### src/rtl/axi_stream_fifo.sv
// AXI-Stream style FIFO: DEPTH-entry circular buffer of {tlast, tdata} beats
// with occupancy/packet counters and an optional store-and-forward mode that
// only offers data downstream once a complete packet (or a full buffer) is held.
module axi_stream_fifo #(
  parameter int unsigned N           = 4,
  parameter int unsigned DATA_WIDTH  = 8,
  parameter int unsigned DEPTH       = 8,
  parameter int unsigned AF_LEVEL    = DEPTH - 2,
  parameter bit          PACKET_MODE = 1'b0,
  parameter int unsigned LW          = $clog2(DEPTH + 1)
) (
  input  logic                      clk,
  input  logic                      reset,
  input  logic [N*DATA_WIDTH-1:0]   s_tdata,
  input  logic                      s_tvalid,
  input  logic                      s_tlast,
  output logic                      s_tready,
  output logic [N*DATA_WIDTH-1:0]   m_tdata,
  output logic                      m_tlast,
  output logic                      m_tvalid,
  input  logic                      m_tready,
  output logic [LW-1:0]             level,
  output logic                      almost_full,
  output logic [LW-1:0]             pkt_count
);

  localparam int unsigned DW = N * DATA_WIDTH;
  localparam int unsigned EW = DW + 1;
  localparam int unsigned PW = (DEPTH > 1) ? $clog2(DEPTH) : 1;

  // Storage and bookkeeping state.
  logic [EW-1:0] mem_q [DEPTH];
  logic [PW-1:0] rd_ptr_q, rd_ptr_d;
  logic [PW-1:0] wr_ptr_q, wr_ptr_d;
  logic [LW-1:0] level_q, level_d;
  logic [LW-1:0] pkt_q, pkt_d;

  logic          full_c;
  logic          empty_c;
  logic          push_c;
  logic          pop_c;
  logic          pkt_in_c;
  logic          pkt_out_c;
  logic [EW-1:0] head_c;

  // Status decode and handshake qualification; s_tready depends on state only.
  always_comb begin
    full_c    = (level_q == LW'(DEPTH));
    empty_c   = (level_q == '0);
    head_c    = mem_q[rd_ptr_q];
    s_tready  = ~full_c;
    if (PACKET_MODE) begin
      // Full override lets an oversize packet drain instead of deadlocking.
      m_tvalid = ~empty_c & ((pkt_q != '0) | full_c);
    end else begin
      m_tvalid = ~empty_c;
    end
    m_tdata     = head_c[DW-1:0];
    m_tlast     = head_c[EW-1];
    push_c      = s_tvalid & s_tready;
    pop_c       = m_tvalid & m_tready;
    pkt_in_c    = push_c & s_tlast;
    pkt_out_c   = pop_c & m_tlast;
    almost_full = (level_q >= LW'(AF_LEVEL));
    level       = level_q;
    pkt_count   = pkt_q;
  end

  // Next-state for pointers and counters.
  always_comb begin
    rd_ptr_d = rd_ptr_q;
    wr_ptr_d = wr_ptr_q;
    level_d  = level_q;
    pkt_d    = pkt_q;
    if (push_c) begin
      wr_ptr_d = wr_ptr_q + PW'(1);
    end
    if (pop_c) begin
      rd_ptr_d = rd_ptr_q + PW'(1);
    end
    unique case ({push_c, pop_c})
      2'b10:   level_d = level_q + LW'(1);
      2'b01:   level_d = level_q - LW'(1);
      default: level_d = level_q;
    endcase
    unique case ({pkt_in_c, pkt_out_c})
      2'b10:   pkt_d = pkt_q + LW'(1);
      2'b01:   pkt_d = pkt_q - LW'(1);
      default: pkt_d = pkt_q;
    endcase
  end

  // Pointer and counter registers; reset empties the buffer logically.
  always_ff @(posedge clk or negedge reset) begin
    if (!reset) begin
      rd_ptr_q <= '0;
      wr_ptr_q <= '0;
      level_q  <= '0;
      pkt_q    <= '0;
    end else begin
      rd_ptr_q <= rd_ptr_d;
      wr_ptr_q <= wr_ptr_d;
      level_q  <= level_d;
      pkt_q    <= pkt_d;
    end
  end

  // Beat storage; contents are never cleared, validity comes from level.
  always_ff @(posedge clk) begin
    if (push_c) begin
      mem_q[wr_ptr_q] <= {s_tlast, s_tdata};
    end
  end

endmodule

### config.mk
export PLATFORM = sky130hd
export DESIGN_NAME = axi_stream_fifo
export DESIGN_NICKNAME = d
export VERILOG_FILES = /design/src/rtl/axi_stream_fifo.sv
export SDC_FILE = /design/constraint.sdc
export NUM_CORES = 1
export LEC_CHECK = 0
export CORE_ASPECT_RATIO = 0.7
export CORE_MARGIN = 8
export CORE_UTILIZATION = 51
export DETAILED_ROUTE_END_ITERATION = 10
export PLACE_DENSITY = 0.75
export SLEW_MARGIN = 20
export SYNTH_ARGS = -nofsm -noshare
export SYNTH_HDL_FRONTEND = slang
export SYNTH_SLANG_ARGS = --single-unit
export TNS_END_PERCENT = 10
### constraint.sdc
create_clock -name clk -period 3.9 [get_ports clk]
set_input_delay 0.78 -clock clk [delete_from_list [all_inputs] [get_ports clk]]
set_output_delay 0.78 -clock clk [all_outputs]
set_load 0.01 [all_outputs]
==> job_summary.md <==
### Yosys + OpenROAD results

| Metric | Value |
|---|---|
| Final WL | 20300 um |
| MUX share of area | 17.8% |
| Period utilization | 94.0% |
| Comb area | 2500 um2 |
| Post-Place Setup Slack | 0.719 ns |
| Slew @ Worst Pin | 0.699 ns |
| Antenna violations before repair | 1 |
| Signal buffers | 94 |
| Placed cell area | 12100 um2 |
| CP max FO | 27 |
| Core area | 20900 um2 |
| Layout cells sized above 1 | 26.5% |
| Crit Path Category | register to output port |
| Residual DRC | 0 |
| Leakage | 4.20 nW |
| Compound Share, Synth | 0.850% |
| Num rows | 44 |
| Non-filler cells, final | 873 |
| FF/Latch Area | 8280 um2 |
| Clock network area share | 6.79% |
| Max Cap Viol | 0 |
| Slew HR | 53.3% |
| XOR Share, Synth | 0.643% |
| Final Cell Area | 13000 um2 |
| Peak Freq | 273 MHz |
| M1 WL | 8150 um |
| Clk buf depth | 3 |
| R2R setup slack | 0.97 ns |
| CP max stage delay | 0.70 ns |
| Hold buffers post-CTS | 0 |
| Flops after synth | 278 |
| DR vias | 4972 |
| Met3 usage | 3.42% |
| I/O Pins | 81 |
| Skew-Pair Late Insertion Delay | 0.53 ns |
| Post-layout minimum cycle time | 3.66 ns |
| Worst vdd ir | 0.412 mV |
| CP required | 3.12 ns |
| # Cells Yosys | 479 |
| WHS | 0.532 ns |
| Met2 WL | 10200 um |
| Die height | 138 um |
| Cells after synthesis | 479 |
| Number of routed nets with antenna violations | 0 |
| Cell Type Count | 35 |
| CTS sink cnt | 278 |
| Status | completed |
| Post-synth top area cell | edfxtp_1 |
| Commonest flop | edfxtp_1 |
| Setup ws final | 0.236 ns |
| Tool warnings | 26 |
| Die area | 26400 um2 |
| Vias per cell | 5.70 |
| Final HPWL DP | 11600 um |
| Mapped Area | 10900 um2 |
| CTS clk-pin slew, worst paths | 0.07 ns |
| Well-tap cell count | 276 |
| TNS Setup | 0 ns |
| Seq_cells | 278 |
| Final nets | 627 |
## sequential cells by signal, indices dropped and copies added, names as in the netlist
name	count
pkt_count	4
level	4
mem_q	264
wr_ptr_q	3
rd_ptr_q	3
## cell usage after synthesis, types with 3 or more instances
library cell and count:
a21oi_1 4, buf_2 7, buf_6 3, clkbuf_1 6, dfrtp_1 14, edfxtp_1 264, ha_1 8, inv_1 9
mux2_2 35, mux4_1 5, mux4_2 61, nand2_1 4, nand3_1 8, nor2_1 6, nor3b_1 6, or4b_1 3
xnor2_1 6
## power by group
part / total [W] / internal, W / switching (W)
Clock: 0.00258 / 0.00155 / 0.00103
Combinational: 0.00338 / 0.00185 / 0.00153
Sequential: 0.00405 / 0.00379 / 0.000263
Total: 0.0100 / 0.00719 / 0.00282
## final timing paths
path,from,end
max,rd_ptr_q[0]$_DFFE_PN0P_,m_tdata[28]
min,wr_ptr_q[0]$_DFFE_PN0P_,wr_ptr_q[0]$_DFFE_PN0P_
max reg2reg,level[0]$_DFFE_PN0P_,level[3]$_DFFE_PN0P_
min reg2reg,wr_ptr_q[0]$_DFFE_PN0P_,wr_ptr_q[0]$_DFFE_PN0P_
max in group asynchronous,reset,rd_ptr_q[0]$_DFFE_PN0P_
min in group asynchronous,reset,pkt_count[3]$_DFFE_PN0P_
## layout by cell type, fill, tap and decap left out, types with 3 or more instances in the layout
cell type and n:
nor2_4 6, mux2_2 35, buf_4 11, clkdlybuf4s50_1 80
nor3b_1 6, buf_12 3, nand3_1 8, mux4_2 61
ha_1 8, or4b_1 3, clkbuf_1 3, bufinv_16 5
nand2_1 4, edfxtp_1 264, clkinv_1 6, clkinv_2 3
clkbuf_16 26, inv_1 9, a21oi_1 4, xnor2_1 6
mux4_1 5, dfrtp_1 11
flops_by_reg.png
Other sequential cells in the stronger grey, the rest of the logic in the fainter grey.
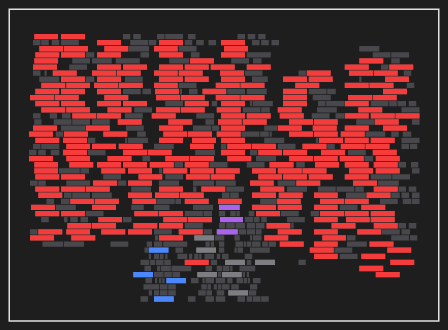
legend:
  purple:
    signal: `rd_ptr_q`
    flops: 3
  red:
    signal: `mem_q`
    flops: 264
  blue:
    signal: `pkt_count`
    flops: 4
not coloured: 7

layer_met2.png
Cells faint in the background.
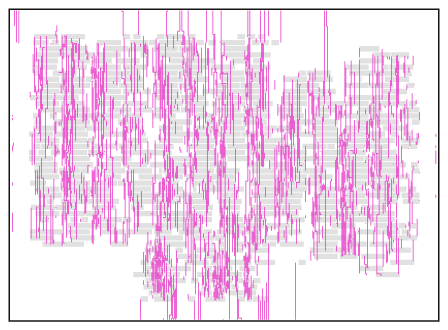
share of all routed wire: 50%
nets with wire on the layer: 561
main direction: vertical
wire length on this layer: 10200 um

io_fan.png
The bar under the picture is 50 um long.
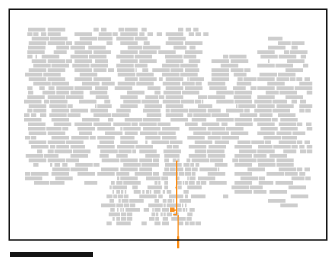
legend:
  orange:
    port: `m_tvalid`
    direction: output
    end_cells: 1
    buffers: 1
    wire: 51.0 um

congestion.png
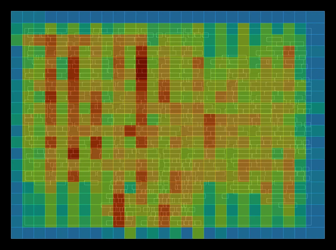
met1 global-route usage: 20.2%
routed len/inst: 23.3 um

Power and IR drop assume default switching activity.
